Fig. 1: local utilization
The die is cut into 10 by 6 equal tiles; white is low, dark blue is high, 0 to 100% covered.
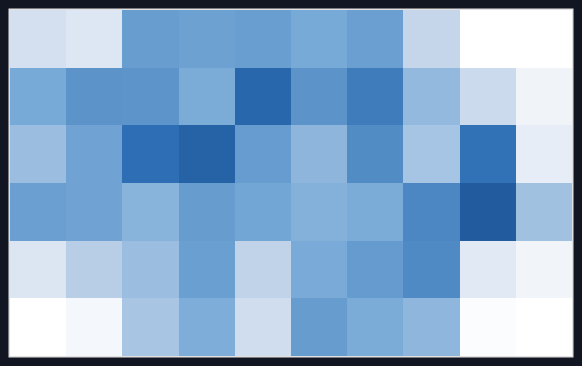
Fig. 2: gate-type map
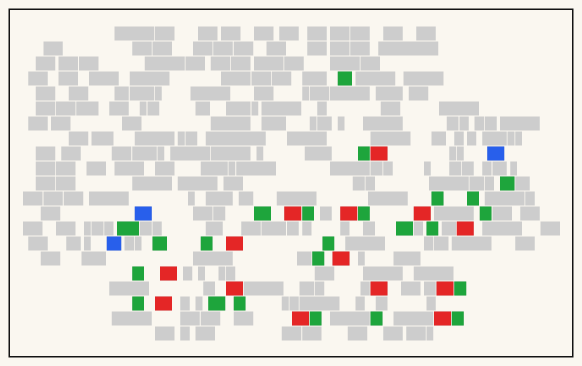
Fig. 3: track usage over the die
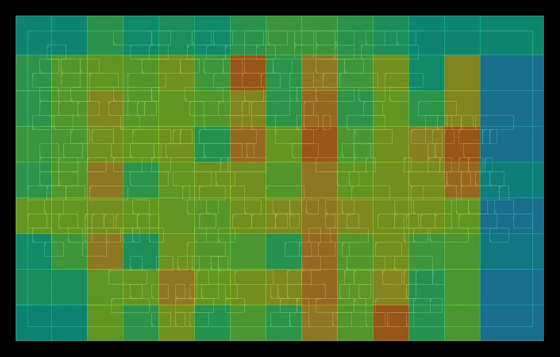
Fig. 4: signal wires on met2
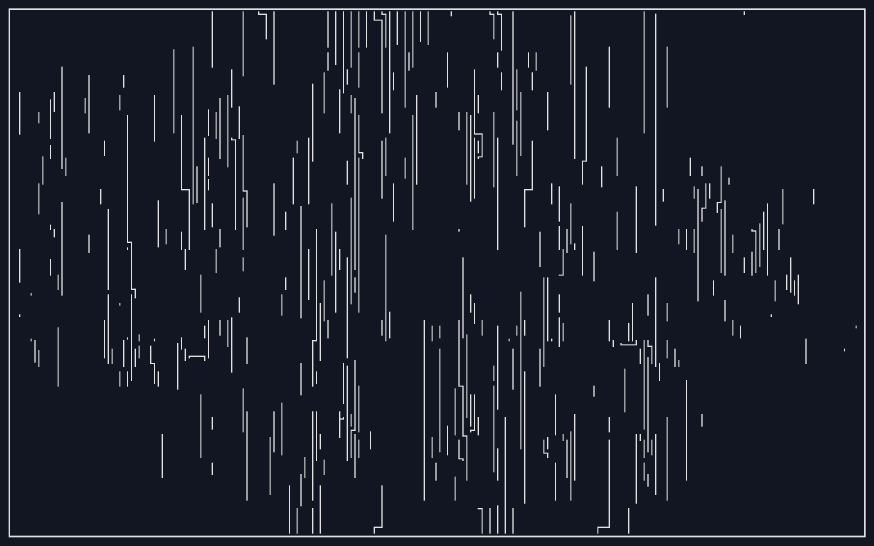
==> config.mk <==
export PLATFORM = sky130hd
export DESIGN_NAME = tx_arbiter
export DESIGN_NICKNAME = d
export VERILOG_FILES = /design/src/rtl/tx_arbiter.sv
export SDC_FILE = /design/constraint.sdc
export NUM_CORES = 1
export LEC_CHECK = 0
export ABC_CLOCK_PERIOD_IN_PS = 2500
export CAP_MARGIN = 20
export CELL_PAD_IN_SITES_DETAIL_PLACEMENT = 0
export CELL_PAD_IN_SITES_GLOBAL_PLACEMENT = 1
export CORE_ASPECT_RATIO = 0.6
export CORE_MARGIN = 2
export CORE_UTILIZATION = 33
export CTS_CLUSTER_SIZE = 25
export DETAILED_ROUTE_END_ITERATION = 10
export PLACE_DENSITY_LB_ADDON = 0.2
export RECOVER_POWER = 50
export SYNTH_ARGS = -nofsm -noshare
export SYNTH_HDL_FRONTEND = slang
export SYNTH_SLANG_ARGS = --single-unit
==> constraint.sdc <==
create_clock -name clk -period 2.5 [get_ports clk]
set_clock_uncertainty 0.1 [all_clocks]
set_input_delay 0.5 -clock clk [delete_from_list [all_inputs] [get_ports clk]]
set_output_delay 0.5 -clock clk [all_outputs]
set_load 0.005 [all_outputs]
==> run summary <==
The flow run is done. Worst-case register-to-register setup slack landed at 0.64 ns. Detailed route wirelength on metal2 landed at 1690 µm. The worst path in the final design needs a cycle of 2.16 ns, including I/O delays and setup.

Global-route wire length before repair landed at 7340 µm. Yosys attributes the largest share of cell area to sky130_fd_sc_hd__dfxtp_1 (39%), sky130_fd_sc_hd__mux2i_1 (9.0%), sky130_fd_sc_hd__and2_1 (4.6%). Number of enable flip-flop cells landed at 0. For this run the detailed placement stage logged an HPWL of 3260 µm. Total cells reported by yosys after synthesis landed at 197. Maximum vdd drop landed at 0.319 mV. The largest total area in the synthesized netlist belongs to sky130_fd_sc_hd__dfxtp_1.

The final weighted congestion recorded by global placement is 0.708. Setup TNS landed at 0 ns. STA classifies the critical path endpoint as a register. Per the detailed placement report, the placed cell area equals 0.00264 mm².

For this run, the post-layout net count is 301. Area fraction in mux cells landed at 0.141. For this run, the register share of the synthesized area comes to 0.390. Proportion of final cell area spent on non-clock buffers landed at 0.259.

Total track usage landed at 0.144. Cell depth of the worst setup path landed at 6. Count of inverters not on the clock network in the layout landed at 7. After technology mapping, the gate count stands at 197.

Async set-or-reset flop fraction in the synthesized netlist landed at 0. Clock tree synthesis inserted a total of 5 buffers. The flow ran to the end, and the final reports show no timing, DRC or antenna violations.

At the pin with the least slew margin, the transition time is 0.482 ns. The power report attributes to the clock group a share of 0.317. In the final layout, excluding clock buffers the buffer count is 71. Gates resized during post-CTS repair numbered 0. Arrival time at the worst endpoint landed at 2.25 ns.

STA classifies the critical path startpoint as an input port. Count of sequential standard cells landed at 37. Number of max-capacitance violations reported landed at 0. In this run the mean area of a mapped cell was 9.63 µm².

Setup repair after global routing left no endpoint under its margin. The report lists the number of standard-cell rows as 21. Summed over all nets, the switching power comes to 559 µW. The fraction of cell area in sequential cells is reported as 0.267. The script computed the net switching share of total power as 0.281. By instance count, the leading cell after synthesis is sky130_fd_sc_hd__dfxtp_1. Area taken by flip-flops and latches landed at 741 µm². Post-route clock period utilization landed at 0.864. Among the non-sequential cells, simple AND/OR/NAND/NOR gates take the most area. Measured against its own limit, the worst slew margin works out to 0.678. Combined area of all synthesized cells landed at 0.00190 mm². Share of total power in combinational logic landed at 0.310. By count the netlist is led by sky130_fd_sc_hd__dfxtp_1 (37), sky130_fd_sc_hd__mux2i_1 (17), sky130_fd_sc_hd__nand2_1 (16), sky130_fd_sc_hd__and2_1 (14). Number of register bits inferred by synthesis landed at 37. The number of buffers and inverters on the critical path is 1.

In this run, the synthesized area fraction spent on adder and majority cells is recorded as 0.0132. Routed signal wires occupy layers up through met4. Number of global-route vias before repair landed at 1554. For this design, the sink count on the clock tree is 37. Clock transition time at the flip-flop clock pins of the worst setup and hold paths landed at 0.07 ns. The power report lists cell-internal power as 1430 µW.
-- Fig. 1 (at the start) --
- nearly empty tiles: 6.7%
- mean over tiles: 42%
- emptiest ninth of the die: top right
- tiles over 75% full: 6.7%
initial standard-cell utilization of the core: 0.341
final cell utilization of the core: 0.498
Floorplan Core Area: 0.00557 mm²

-- Fig. 2 (at the start) --
- non-inverting ao/oa cells: blue (cells 3)
- xor and xnor cells: red (cells 14)
- and/or cells: green (cells 24)
most frequent logic cell in the layout: sky130_fd_sc_hd__dfxtp_1
logic gate fraction of the total cell area: 0.379

-- Fig. 3 (at the start) --
most used routing layer in global routing: met1
GR Layer Usage met2: 0.197
met3 global-route usage: 0.0515
M1 GR Usage: 0.214

-- Fig. 4 (at the start) --
- wire length on this layer: 1690 µm
- main direction: vertical
- longest straight run: 25.2 µm
- nets with wire on the layer: 236
wire length reported by the detailed router: 4290 µm
via count: 1574

-- metrics by stage --
step / util / setup WS, ns / power [µW] / cells
global placement: 0.473 / 0.0880 / 1410 / 338
detailed placement: 0.473 / 0.0490 / 1400 / 338
CTS: 0.498 / 0.361 / 2040 / 346
floorplan: - / 0.566 / 1160 / 197
global route: 0.498 / 0.226 / 2120 / 346
finish: 0.498 / 0.340 / 1990 / 346
-- power by group through the flow --
stage / clock, µW / combinational, µW / sequential (µW)
after global placement: 0 / 646 / 761
after detailed placement: 0 / 642 / 759
after global routing: 676 / 681 / 759
final: 631 / 616 / 744
after floorplan: 0 / 411 / 745
after CTS: 647 / 646 / 747
Power and IR drop assume default switching activity.
